Figure 1. Supply network (run 1).
The bar under the picture is 20 um long. Pins as bars on the die edge.
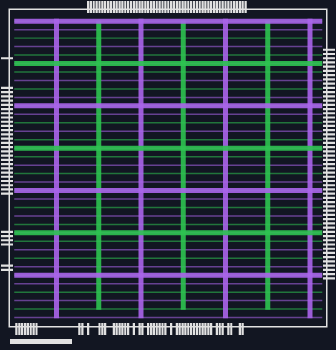
Figure 2. Cells colored by class (run 1).
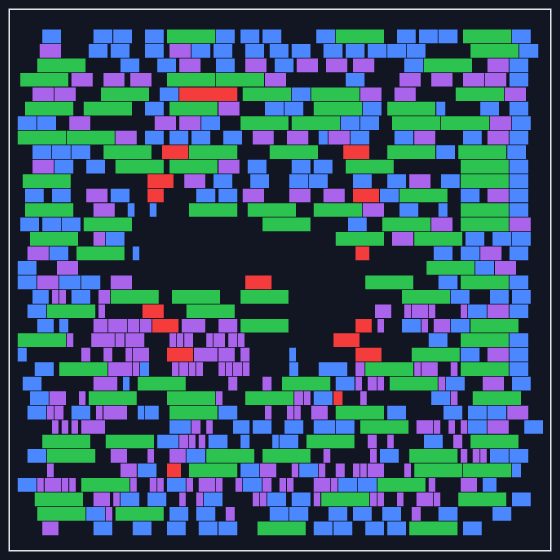
Figure 3. Routed clock nets over the placement (run 1).
The bar under the picture is 20 um long.
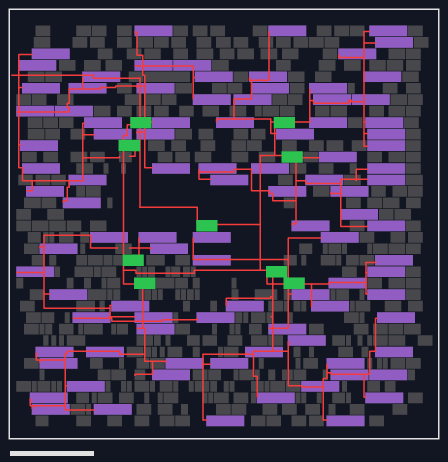
$ cat src/rtl/ghostbus_host_if.sv
// ============================================================================
// Module   : ghostbus_host_if
// Brief    : Command/response stream and ghostbus strobe bundle for the host.
// Revision : 1.0  initial release
// ============================================================================
`default_nettype none
`timescale 1ns/1ps

interface ghostbus_host_if #(
    parameter int AW = 24,
    parameter int DW = 32
);
    // command stream
    logic          req_valid;
    logic          req_ready;
    logic          req_we;
    logic [AW-1:0] req_addr;
    logic [DW-1:0] req_wdata;
    logic [7:0]    req_len;
    // response stream
    logic          rsp_valid;
    logic          rsp_ready;
    logic [DW-1:0] rsp_rdata;
    logic          rsp_last;
    // ghostbus
    logic [AW-1:0] gb_addr;
    logic [DW-1:0] gb_wdata;
    logic          gb_wen;
    logic          gb_rstb;
    logic [DW-1:0] gb_rdata;

    // host (bus initiator) side
    modport master (
        input  req_valid, req_we, req_addr, req_wdata, req_len,
        input  rsp_ready, gb_rdata,
        output req_ready, rsp_valid, rsp_rdata, rsp_last,
        output gb_addr, gb_wdata, gb_wen, gb_rstb
    );

    // command source / bus target side
    modport slave (
        output req_valid, req_we, req_addr, req_wdata, req_len,
        output rsp_ready, gb_rdata,
        input  req_ready, rsp_valid, rsp_rdata, rsp_last,
        input  gb_addr, gb_wdata, gb_wen, gb_rstb
    );
endinterface

`default_nettype wire

$ cat src/rtl/ghostbus_host.sv
// ============================================================================
// Module   : ghostbus_host
// Brief    : Ghostbus initiator; valid/ready commands to single-cycle strobes.
//            Define GHOSTBUS_HOST_BURST_EN for address-incrementing bursts.
// Revision : 1.0  initial release
// ============================================================================
`default_nettype none
`timescale 1ns/1ps

module ghostbus_host #(
    parameter int AW         = 24,
    parameter int DW         = 32,
    parameter int RD_LATENCY = 2
) (
    input  logic            clk,
    input  logic            rst_n,
    ghostbus_host_if.master bus,
    output logic            busy
);

    localparam logic [3:0] c_rd_latency = 4'(RD_LATENCY);

    typedef enum logic [1:0] {
        S_IDLE  = 2'd0,
        S_ISSUE = 2'd1,
        S_RWAIT = 2'd2,
        S_RESP  = 2'd3
    } state_t;

    state_t        r_state;
    state_t        w_state_nxt;

    logic          r_run;
    logic          r_we;
    logic [AW-1:0] r_addr;
    logic [DW-1:0] r_wdata;
    logic [DW-1:0] r_rdata;
    logic [3:0]    r_lat;

    logic          w_req_ready;
    logic          w_req_hs;
    logic          w_rsp_valid;
    logic          w_rsp_hs;
    logic          w_wen;
    logic          w_rstb;
    logic          w_last;

    // ------------------------------------------------------------------
    // Burst beat counter
    // ------------------------------------------------------------------
`ifdef GHOSTBUS_HOST_BURST_EN
    logic [7:0] r_cnt;

    always_ff @(posedge clk or negedge rst_n) begin
        if (!rst_n) begin
            r_cnt <= 8'd0;
        end else if (w_req_hs) begin
            r_cnt <= bus.req_len;
        end else if (w_rsp_hs && !w_last) begin
            r_cnt <= r_cnt - 8'd1;
        end
    end

    assign w_last = (r_cnt == 8'd0);
`else
    logic w_unused_len;

    assign w_unused_len = ^bus.req_len;
    assign w_last       = 1'b1;
`endif

    // ------------------------------------------------------------------
    // State register
    // ------------------------------------------------------------------
    always_ff @(posedge clk or negedge rst_n) begin
        if (!rst_n) begin
            r_state <= S_IDLE;
        end else begin
            r_state <= w_state_nxt;
        end
    end

    // ------------------------------------------------------------------
    // Next state and strobe/handshake decode
    // ------------------------------------------------------------------
    always_comb begin
        w_state_nxt = r_state;
        w_req_ready = 1'b0;
        w_rsp_valid = 1'b0;
        w_wen       = 1'b0;
        w_rstb      = 1'b0;

        case (r_state)
            S_IDLE: begin
                // r_run keeps ready low until the first edge after reset release
                w_req_ready = r_run;
                if (r_run && bus.req_valid) begin
                    w_state_nxt = S_ISSUE;
                end
            end
            S_ISSUE: begin
                w_wen       = r_we;
                w_rstb      = ~r_we;
                w_state_nxt = r_we ? S_RESP : S_RWAIT;
            end
            S_RWAIT: begin
                if (r_lat == 4'd1) begin
                    w_state_nxt = S_RESP;
                end
            end
            S_RESP: begin
                w_rsp_valid = 1'b1;
                if (bus.rsp_ready) begin
                    w_state_nxt = w_last ? S_IDLE : S_ISSUE;
                end
            end
            default: begin
                w_state_nxt = S_IDLE;
            end
        endcase
    end

    assign w_req_hs = w_req_ready & bus.req_valid;
    assign w_rsp_hs = w_rsp_valid & bus.rsp_ready;

    // ------------------------------------------------------------------
    // Datapath: command latch, read latency counter, read data capture
    // ------------------------------------------------------------------
    always_ff @(posedge clk or negedge rst_n) begin
        if (!rst_n) begin
            r_run   <= 1'b0;
            r_we    <= 1'b0;
            r_addr  <= '0;
            r_wdata <= '0;
            r_rdata <= '0;
            r_lat   <= 4'd0;
        end else begin
            r_run <= 1'b1;
            case (r_state)
                S_IDLE: begin
                    if (w_req_hs) begin
                        r_we    <= bus.req_we;
                        r_addr  <= bus.req_addr;
                        r_wdata <= bus.req_wdata;
                    end
                end
                S_ISSUE: begin
                    if (r_we) begin
                        r_rdata <= '0;
                    end else begin
                        r_lat <= c_rd_latency;
                    end
                end
                S_RWAIT: begin
                    r_lat <= r_lat - 4'd1;
                    if (r_lat == 4'd1) begin
                        r_rdata <= bus.gb_rdata;
                    end
                end
                S_RESP: begin
                    // address wraps naturally at AW bits
                    if (w_rsp_hs && !w_last) begin
                        r_addr <= r_addr + AW'(1);
                    end
                end
                default: begin
                end
            endcase
        end
    end

    // ------------------------------------------------------------------
    // Outputs; r_addr/r_wdata only change on entry to ISSUE, so they
    // serve directly as the held bus address and data.
    // ------------------------------------------------------------------
    assign bus.req_ready = w_req_ready;
    assign bus.rsp_valid = w_rsp_valid;
    assign bus.rsp_rdata = r_rdata;
    assign bus.rsp_last  = w_rsp_valid & w_last;
    assign bus.gb_addr   = r_addr;
    assign bus.gb_wdata  = r_wdata;
    assign bus.gb_wen    = w_wen;
    assign bus.gb_rstb   = w_rstb;
    assign busy          = (r_state != S_IDLE);

endmodule

`default_nettype wire

$ cat src/flat_wrapper.sv
// flat-port wrapper written by rule: the top's interface ports become plain ports
module ghostbus_host_flat 
#(
    parameter int AW         = 24,
    parameter int DW         = 32,
    parameter int RD_LATENCY = 2
)
  (clk, rst_n, busy, bus_req_valid, bus_req_we, bus_req_addr, bus_req_wdata, bus_req_len, bus_rsp_ready, bus_gb_rdata, bus_req_ready, bus_rsp_valid, bus_rsp_rdata, bus_rsp_last, bus_gb_addr, bus_gb_wdata, bus_gb_wen, bus_gb_rstb);
  ghostbus_host_if #(.AW(AW), .DW(DW)) bus_i ();
  input  logic clk;
  input  logic rst_n;
  output logic busy;
  input wire logic [$bits(bus_i.req_valid)-1:0] bus_req_valid;
  input wire logic [$bits(bus_i.req_we)-1:0] bus_req_we;
  input wire logic [$bits(bus_i.req_addr)-1:0] bus_req_addr;
  input wire logic [$bits(bus_i.req_wdata)-1:0] bus_req_wdata;
  input wire logic [$bits(bus_i.req_len)-1:0] bus_req_len;
  input wire logic [$bits(bus_i.rsp_ready)-1:0] bus_rsp_ready;
  input wire logic [$bits(bus_i.gb_rdata)-1:0] bus_gb_rdata;
  output wire logic [$bits(bus_i.req_ready)-1:0] bus_req_ready;
  output wire logic [$bits(bus_i.rsp_valid)-1:0] bus_rsp_valid;
  output wire logic [$bits(bus_i.rsp_rdata)-1:0] bus_rsp_rdata;
  output wire logic [$bits(bus_i.rsp_last)-1:0] bus_rsp_last;
  output wire logic [$bits(bus_i.gb_addr)-1:0] bus_gb_addr;
  output wire logic [$bits(bus_i.gb_wdata)-1:0] bus_gb_wdata;
  output wire logic [$bits(bus_i.gb_wen)-1:0] bus_gb_wen;
  output wire logic [$bits(bus_i.gb_rstb)-1:0] bus_gb_rstb;
  assign bus_i.req_valid = bus_req_valid;
  assign bus_i.req_we = bus_req_we;
  assign bus_i.req_addr = bus_req_addr;
  assign bus_i.req_wdata = bus_req_wdata;
  assign bus_i.req_len = bus_req_len;
  assign bus_i.rsp_ready = bus_rsp_ready;
  assign bus_i.gb_rdata = bus_gb_rdata;
  assign bus_req_ready = bus_i.req_ready;
  assign bus_rsp_valid = bus_i.rsp_valid;
  assign bus_rsp_rdata = bus_i.rsp_rdata;
  assign bus_rsp_last = bus_i.rsp_last;
  assign bus_gb_addr = bus_i.gb_addr;
  assign bus_gb_wdata = bus_i.gb_wdata;
  assign bus_gb_wen = bus_i.gb_wen;
  assign bus_gb_rstb = bus_i.gb_rstb;
  ghostbus_host #(.AW(AW), .DW(DW), .RD_LATENCY(RD_LATENCY)) u_core (.clk(clk), .rst_n(rst_n), .bus(bus_i), .busy(busy));
endmodule
$ cat config.mk
export PLATFORM = sky130hd
export DESIGN_NAME = ghostbus_host_flat
export DESIGN_NICKNAME = d
export VERILOG_FILES = /design/src/rtl/ghostbus_host_if.sv /design/src/rtl/ghostbus_host.sv /design/src/flat_wrapper.sv
export SDC_FILE = /design/constraint.sdc
export NUM_CORES = 1
export LEC_CHECK = 0
export CAP_MARGIN = 5
export CORE_UTILIZATION = 40
export CTS_CLUSTER_DIAMETER = 100
export DETAILED_ROUTE_END_ITERATION = 16
export GPL_TIMING_DRIVEN = 0
export PLACE_DENSITY = 0.78
export RECOVER_POWER = 50
export SYNTH_ARGS = -nofsm -noshare
export SYNTH_HDL_FRONTEND = slang
export SYNTH_SLANG_ARGS = --single-unit
$ cat constraint.sdc
create_clock -name clk -period 2.4 [get_ports clk]
set_input_delay 0.6 -clock clk [delete_from_list [all_inputs] [get_ports clk]]
set_output_delay 0.6 -clock clk [all_outputs]
set_load 0.05 [all_outputs]
==> results_dict.tcl, run 1 <==
# yosys + openroad results
set metrics [dict create \
    cts-htree-levels 3 \
    yosys-stat-cells 312 \
    drt_iter0_drc 57 \
    via_per_inst 4.77 \
    min_path_type "input pin to async pin" \
    cap_violations 0 \
    crit_path_frequent_cell "inv_1" \
    fmax_mhz 439 \
    diodes 0 \
    cts-resized-gates 10 \
    slowest_delay_ns 0.52 \
    postCtsSetupBuffers 0 \
    pre_cts_ws_ns 0.0409 \
    swShare_pct 48.1 \
    use_met2_pct 32.5 \
    track_usage_pct 19.1 \
    place_inst 628 \
    cts_hold_buf 0 \
    cp_slowest_cell "dlygate4sd2_1" \
    cp.required_ns 1.80 \
    worst-path-buf-inv 3 \
    outcome "finished clean" \
    period_used_pct 95.0 \
    yosys_area_um2 3960 \
    cp_max_fo 5 \
    drc 0 \
    wl_met1_um 3670 \
    crit_cells 4 \
    final-instance-count-excl-fill 644 \
    setup_ws_ns 0.120 \
    reg2reg_from "u_core.r_state[0]" \
    endpoint_kind "primary output" \
    met3_usage_pct 5.24 \
    relSlewSlack_pct 40.3 \
    lay_top_cells "clkdlybuf4s50_1 (179), dfrtp_1 (96), nand2_1 (71)" \
    clkSinkCount 96 \
    cts-root-buf "clkbuf_8" \
    ios 195 \
    grt_pass1_vias 3150 \
    syn_inst 312 \
    syn_nets 420 \
    top_layer "met4" \
    finish.net_count 618 \
    synth-async-reset-ratio_pct 100 \
    top_logic_kind "multiplexers" \
    grt_setup_unrepaired "no" \
    netlist.area_leader.share_pct 60.6 \
    chip_area_um2 10300 \
    grt_pass1_wl_um 15100 \
    ys_warn_count 0 \
    clkTransAtPathRegs_ns 0.10 \
    use_met1_pct 23.2 \
    hold_viol 0 \
    ys_sh_adder_pct 2.21 \
    syn_area_um2 3960 \
    r2r_cells 6 \
    powerDensity_nw_per_um2 1400 \
    p_leak_uw 0.00270 \
    antenna_found_initial 0 \
    synth_cell_types 27 \
    hold_slack_ns 0.347 \
    top_cells_by_count "dfrtp_1 (96), nand2_1 (71), mux2_2 (57)" \
    rrSetupSlack_ns 0.21 \
    wl_met2_um 4900 \
    timing.rr.end "u_core.bus.gb_wdata[5]" \
    synthMuxAreaShare_pct 16.5 \
    power_frac_seq_pct 28.8 \
    layout_top_cell "clkdlybuf4s50_1" \
    totalWireLength_um 9440 \
    p_comb_share_pct 58.8 \
    clockBufferDepth 2 \
    numSynthFlops 96 \
    worst_pin_slew_ns 0.896 \
    worst-setup-path-type "flop to primary output" \
    area_leaders "dfrtp_1 (61%), mux2_2 (16%), nand2_1 (6.7%), o21ai_2 (5.7%), ha_1 (2.2%)" \
    fin_crit_ns 2.28 \
    ys_sh_xor_pct 0 \
    final_max_slew_viol_count 0 \
    synth_area_per_cell_um2 12.7 \
    synthAoiAreaFrac_pct 8.31 \
    gp_congestion 0.817 \
    setup_viol 0 \
    dpl.hpwl_um 7270 \
    drive_gt1_share_pct 21.0 \
    dr.pass1.iters 4 \
    num_vias 3073 \
    critical_path_arrival_ns 1.68 \
    intPower_uw 4450 \
    fp_util_pct 42.1 \
    crit_path_start_kind "flop" \
    ff_type "dfrtp_1" \
    grt_max_degree 62 \
]
-- Figure 1 (at the start) --
legend:
  green:
    net: VDD
  purple:
    net: VSS
met1 rails: 36
signal pins: 195
die height: 102 um
Max rail drop VDD: 0.751 mV
Core ar.: 9420 um2
Die W: 102 um

-- Figure 2 (at the start) --
legend:
  blue:
    class: remaining buffers and delay cells
    cells: 205
    share_of_their_area: 33%
  green:
    class: registers
    cells: 96
    share_of_their_area: 40%
  red:
    class: clock drivers and dummy loads
    cells: 16
    share_of_their_area: 3.4%
  purple:
    class: remaining logic cells
    cells: 198
    share_of_their_area: 23%
Rows: 35
Util after Layout: 65.1%

-- Figure 3 (at the start) --
legend:
  red:
    item: clock wires
    length: 1,090 um
  green:
    item: clock-net drivers
    count: 9
  purple:
    item: flip-flops
    count: 96
flops lie: spread over the die
routed clock nets: 10
Clock Power: 1070 uW
Clk pwr share: 12.5%
Clock Skew: 0.0125 ns
Late-Pin Clk Latency: 0.35 ns

-- run 1: per-stage QoR --
step	total power, uW	cell area, um2
floorplan	6030	3960
global placement	7630	5980
detailed placement	7750	6010
CTS	8820	6210
global route	9070	6130
finish	8590	6130
-- run 1: area by class of cell --
cell class,count,area (um2),share of cell area [%]
repair buffers,187,1850,30.2
well taps,129,161,2.63
multi-input cells,190,1370,22.3
clock buffers,9,124,2.02
inverters,8,30.0,0.490
plain buffers,18,113,1.84
clock inverters,7,78.8,1.29
flip-flops and latches,96,2400,39.2
-- run 1: worst reg2reg max path, delay by kind of cell, from the launching register on --
| family | cells | cell delay (ns) |
|---|---|---|
| buffers and inverters | 3 | 0.91 |
| DFF | 1 | 0.39 |
| muxes | 1 | 0.37 |
| adders and majority gates | 1 | 0.27 |
| and+or+nand+nor | 1 | 0.15 |
==> run 2: changes to the inputs <==
RECOVER_POWER = unset   (was 50)
REMOVE_ABC_BUFFERS = 1   (was unset)
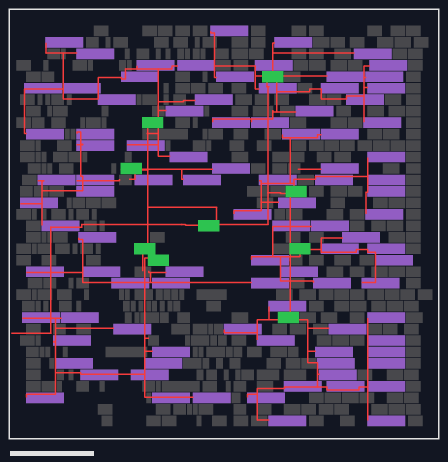
Figure 4: run 2, routed clock nets over the placement.
The bar under the picture is 20 um long.
Clock Skew: 0.00982 ns
Clk pwr share: 12.7%
Clock Power: 1080 uW

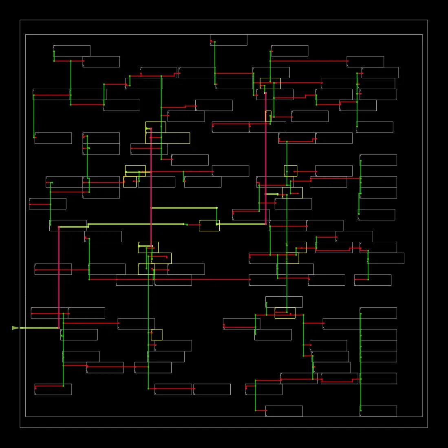
Figure 5: run 2, clock nets.
Clock buffer cells: 10
CTS Buf Count: 9
flip-flops: 96
clk sinks: 96

==> results_dict.tcl, run 2 <==
# yosys + openroad results
set metrics [dict create \
    core.rowCount 35 \
    comb_cells 190 \
    via_per_inst 4.63 \
    synth_area_per_cell_um2 12.7 \
    crit_chain "inv_1 > ha_1 > inv_1 > dlygate4sd2_1" \
    fp_util_pct 42.1 \
    r2r_cells 6 \
    ios 195 \
    worst-setup-path-type "flop to primary output" \
    critPathCapture "busy" \
    totalWireLength_um 9530 \
    drc 0 \
    crit_path_frequent_cell "inv_1" \
    warnings 38 \
    sh_comb_area_pct 22.9 \
    place_inst 614 \
    grt.overflow.total 0 \
    slowest_delay_ns 0.52 \
    top_cells_by_count "dfrtp_1 (96), nand2_1 (71), mux2_2 (57)" \
    hold_slack_ns 0.222 \
    final_util_pct 65.5 \
    die_h_um 102 \
    cp_slowest_cell "dlygate4sd2_1" \
    inverters 8 \
    cp.required_ns 1.80 \
    relSlewSlack_pct 61.4 \
    critical_path_arrival_ns 1.70 \
    cts_tree "done" \
    chip_area_um2 10300 \
    ys_seq_share_pct 60.6 \
    seq_share_pct 38.9 \
    comb_area_um2 1410 \
    rrSetupSlack_ns 0.22 \
    cts-htree-levels 3 \
    grt_setup_unrepaired "no" \
    die_w_um 102 \
    layout_top_cell "clkdlybuf4s50_1" \
    syn_inst 312 \
    final-instance-count-excl-fill 633 \
    outcome "finished clean" \
    diodes 0 \
    postCtsSetupBuffers 0 \
    yosys_area_um2 3960 \
    dr_wl_met3_um 798 \
    finish.net_count 607 \
    fmax_mhz 434 \
    fin_crit_ns 2.30 \
    nWellTaps 129 \
    p_leak_uw 0.00271 \
    num-nonclk-buffers 194 \
    lay_top_cells "clkdlybuf4s50_1 (179), dfrtp_1 (96), nand2_1 (71)" \
    top_layer "met4" \
    yosys-stat-cells 312 \
    coreArea_um2 9420 \
    cap_violations 0 \
    crit_cells 4 \
    place_area_um2 5940 \
    setup_viol 0 \
    flop_area_um2 2400 \
    enable_flop_cells 0 \
    timing.rr.end "u_core.bus.rsp_rdata[15]" \
    period_used_pct 95.9 \
    final_max_slew_viol_count 0 \
    grt_max_degree 58 \
    drt_iter0_drc 51 \
    area_growth_pct 55.7 \
    synth_cell_types 27 \
    gp_congestion 0.788 \
    setup_ws_ns 0.0983 \
    worst_pin_slew_ns 0.577 \
    cts-root-buf "clkbuf_8" \
    design_area_um2 6170 \
    critPathTopFamily "buffers and inverters" \
    ff_type "dfrtp_1" \
    top_area_cell "dfrtp_1" \
    wl_met1_um 4020 \
    reg2reg_from "u_core.r_state[0]" \
    syn_area_um2 3960 \
    worst-path-buf-inv 3 \
    cts_hold_buf 0 \
    crit_path_start_kind "flop" \
    cts-resized-gates 13 \
    endpoint_kind "primary output" \
    netlist.area_leader.share_pct 60.6 \
    routedWlPerCell_um 15.1 \
    dpl.hpwl_um 7330 \
    port-buffer-count 186 \
    setup_tns_ns 0 \
    startpoint "u_core.r_state[0]" \
    antenna_found_initial 0 \
    clk-insertion-delay-late_ns 0.35 \
    largest_cell_class "flip-flops and latches" \
    ant_nets 0 \
    power_uw 8510 \
    ys_warn_count 0 \
    grt_pass1_vias 2841 \
    clockBufferDepth 2 \
    num_vias 2928 \
    powerDensity_nw_per_um2 1380 \
    final-clk-cell-share_pct 3.29 \
    pre_cts_ws_ns -0.501 \
    area_leaders "dfrtp_1 (61%), mux2_2 (16%), nand2_1 (6.7%), o21ai_2 (5.7%), ha_1 (2.2%)" \
    clkTransAtPathRegs_ns 0.09 \
    min_path_type "input pin to async pin" \
    drive_gt1_share_pct 22.2 \
    track_usage_pct 18.4 \
    wl_met2_um 4610 \
    dr.pass1.iters 4 \
    hold_viol 0 \
    grt_pass1_wl_um 14500 \
    fillers 747 \
    cp_max_fo 5 \
    numSynthFlops 96 \
    synth-async-reset-ratio_pct 100 \
    most_common_cell "dfrtp_1" \
    nonClkBufAreaFrac_pct 31.8 \
]
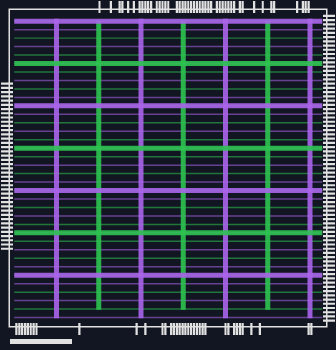
Figure 6: run 2, supply network.
The bar under the picture is 20 um long. Pins as bars on the die edge.
Max rail drop VDD: 0.615 mV

[run 2: cell types whose count changed in the layout (fill, tap and decap cells not counted), sizes merged]
cell      delta
clkbuf      -11
clkinvlp     -1
buf          +1
[run 2: per-layer routing]
layer	GRT usage [%]	up-vias
li1	-	1425
met3	5.66	11
met4	5.69	0
met1	23.4	1369
met5	0	-
met2	30.2	123
[run 2: report_power, final]
group          total (uW)  switching (uW)  internal (uW)
Clock                1080             579            499
Combinational        4960            3260           1700
Sequential           2470             283           2180
Total                8510            4120           4390
[run 2: cell families after synthesis]
logic type      Yosys count  synth area share [%]
buf+inv                  26                  4.11
simple gates             81                  8.18
flops                    96                  60.6
mux                      58                  16.5
other cells               1                0.0947
fa+ha+maj                 7                  2.21
compound gates           43                  8.31
==> run 3: changes to the inputs <==
HOLD_SLACK_MARGIN = 0.12   (was unset)
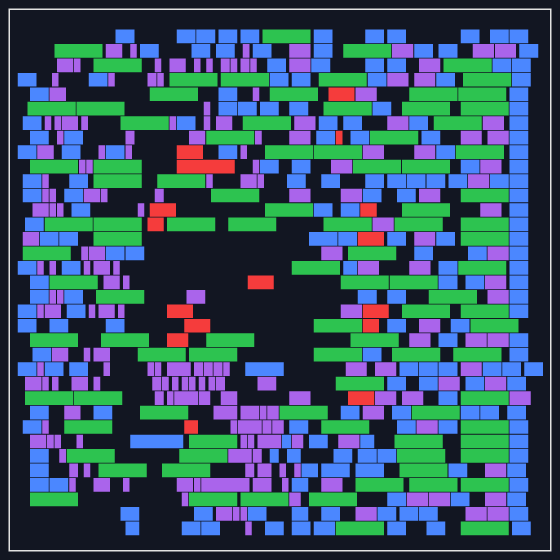
Figure 7: run 3, cells colored by class.
legend:
  red:
    class: clock drivers and dummy loads
    cells: 16
    share_of_their_area: 3.4%
  green:
    class: registers
    cells: 96
    share_of_their_area: 40%
  purple:
    class: remaining logic cells
    cells: 198
    share_of_their_area: 24%
  blue:
    class: remaining buffers and delay cells
    cells: 194
    share_of_their_area: 33%
final instance area: 6170 um2
flop share of the area: 38.9%

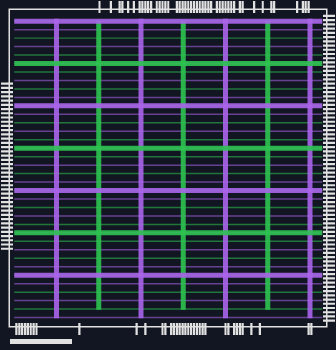
Figure 8: run 3, supply network.
The bar under the picture is 20 um long. Pins as bars on the die edge.
legend:
  purple:
    net: VSS
  green:
    net: VDD
met1 rails: 36
rows: 35
met5 straps: 7
met4 straps: 7

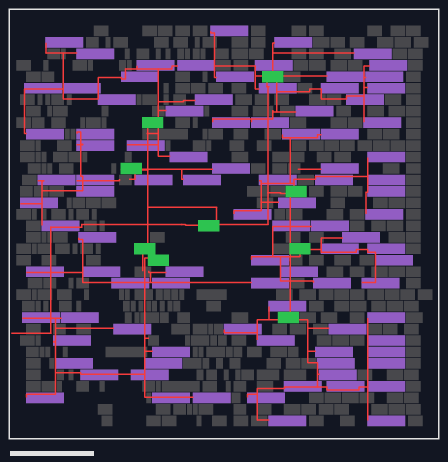
Figure 9: run 3, routed clock nets over the placement.
The bar under the picture is 20 um long.
legend:
  green:
    item: clock-net drivers
    count: 9
  red:
    item: clock wires
    length: 1,060 um
  purple:
    item: flip-flops
    count: 96
flops lie: spread over the die

==> results_dict.tcl, run 3 <==
# yosys + openroad results
set metrics [dict create \
    outcome "finished clean" \
    final_util_pct 65.5 \
    fp_util_pct 42.1 \
    cts_buffers 9 \
    fin_skew_ns 0.00982 \
    crit_chain "inv_1 > ha_1 > inv_1 > dlygate4sd2_1" \
    cp_slowest_cell "dlygate4sd2_1" \
    hold_viol 0 \
    hold_slack_ns 0.222 \
    coreArea_um2 9420 \
    swShare_pct 48.5 \
    crit_path_frequent_cell "inv_1" \
    nonClkBufAreaFrac_pct 31.8 \
    gp_congestion 0.788 \
    power_frac_seq_pct 29.0 \
    comb_area_um2 1410 \
    power_uw 8510 \
    reg2reg_from "u_core.r_state[0]" \
    worst_pin_slew_ns 0.577 \
    clockPowerShare_pct 12.7 \
    largest_cell_class "flip-flops and latches" \
    cts_hold_buf 0 \
    cp.required_ns 1.80 \
    rrSetupSlack_ns 0.22 \
    comb_cells 190 \
    critical_path_arrival_ns 1.70 \
    cts-resized-gates 13 \
    port-buffer-count 186 \
    clk-insertion-delay-late_ns 0.35 \
    top_layer "met4" \
    routedWlPerCell_um 15.1 \
    ff_type "dfrtp_1" \
    ant_nets 0 \
    most_common_cell "dfrtp_1" \
    lay_top_cells "clkdlybuf4s50_1 (179), dfrtp_1 (96), nand2_1 (71)" \
    min_path_type "input pin to async pin" \
    yosys-stat-cells 312 \
    area_leaders "dfrtp_1 (61%), mux2_2 (16%), nand2_1 (6.7%), o21ai_2 (5.7%), ha_1 (2.2%)" \
    synth-async-reset-ratio_pct 100 \
    cp_max_fo 5 \
    core.rowCount 35 \
    warnings 38 \
    r2r_cells 6 \
    power.switching_uw 4120 \
    sh_comb_area_pct 22.9 \
    setup_viol 0 \
    layout_top_cell "clkdlybuf4s50_1" \
    finish.net_count 607 \
    chip_area_um2 10300 \
    powerDensity_nw_per_um2 1380 \
    track_usage_pct 18.4 \
    fin_crit_ns 2.30 \
    synth_area_per_cell_um2 12.7 \
    die_h_um 102 \
    drive_gt1_share_pct 22.2 \
    ys_warn_count 0 \
    period_used_pct 95.9 \
    p_leak_uw 0.00271 \
    relSlewSlack_pct 61.4 \
    ys_seq_share_pct 60.6 \
    clkTransAtPathRegs_ns 0.09 \
]
## run 3: power by group through the flow
stage | Sequential, uW | Combinational [uW] | Clock [uW]
after floorplan | 4280 | 1420 | 0
after global placement | 2720 | 5890 | 0
after detailed placement | 2500 | 5020 | 0
after CTS | 2470 | 5020 | 1120
after global routing | 2540 | 5250 | 1170
final | 2470 | 4960 | 1080
## run 3: how the worst max path moves through the flow
| stage | to | slack, ns | cells after the start |
|---|---|---|---|
| after global routing | busy | 0.007 | 4 |
| after detailed placement | u_core.bus.rsp_rdata[15] | -0.50 | 6 |
| final | busy | 0.1 | 4 |
| after global placement | u_core.bus.gb_addr[12] | -2.80 | 1 |
| after CTS | bus_gb_wen | 0.00003 | 4 |
| after floorplan | u_core.bus.rsp_rdata[26] | -0.93 | 5 |

==> screenshots <==
Routed metal, one color a layer.
The bar under the picture is 20 um long.
panel A
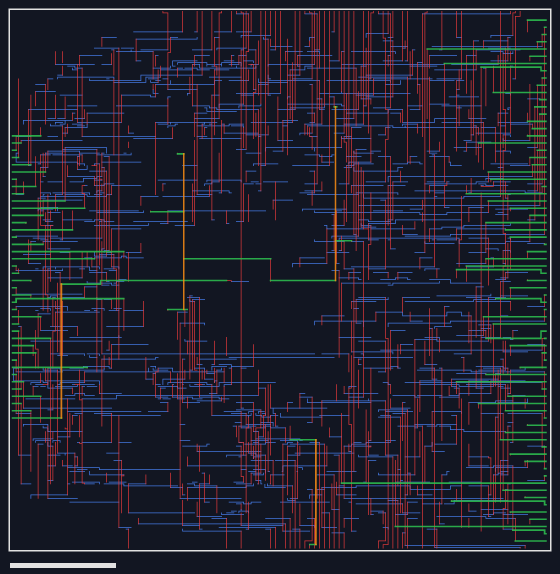
panel B
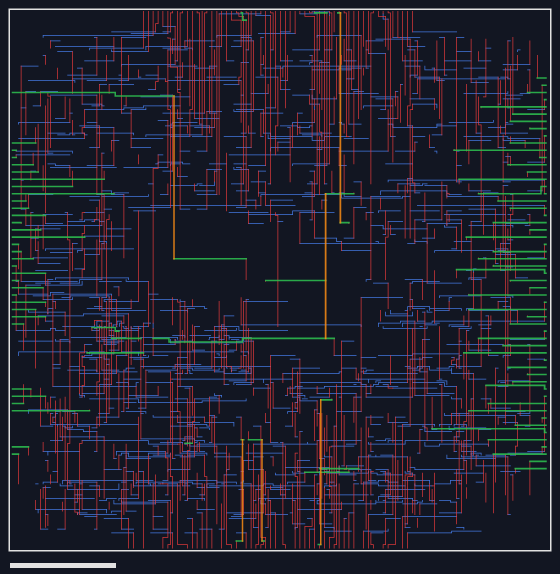
Panel A is run 2.
Panel B is run 1.

Key to panel A:
legend:
  orange:
    layer: M4
    wire_length: 107 um
  red:
    layer: M2
    wire_length: 4,610 um
  green:
    layer: M3
    wire_length: 799 um
  blue:
    layer: M1
    wire_length: 4,020 um

Power is estimated from default activity; no workload was simulated.
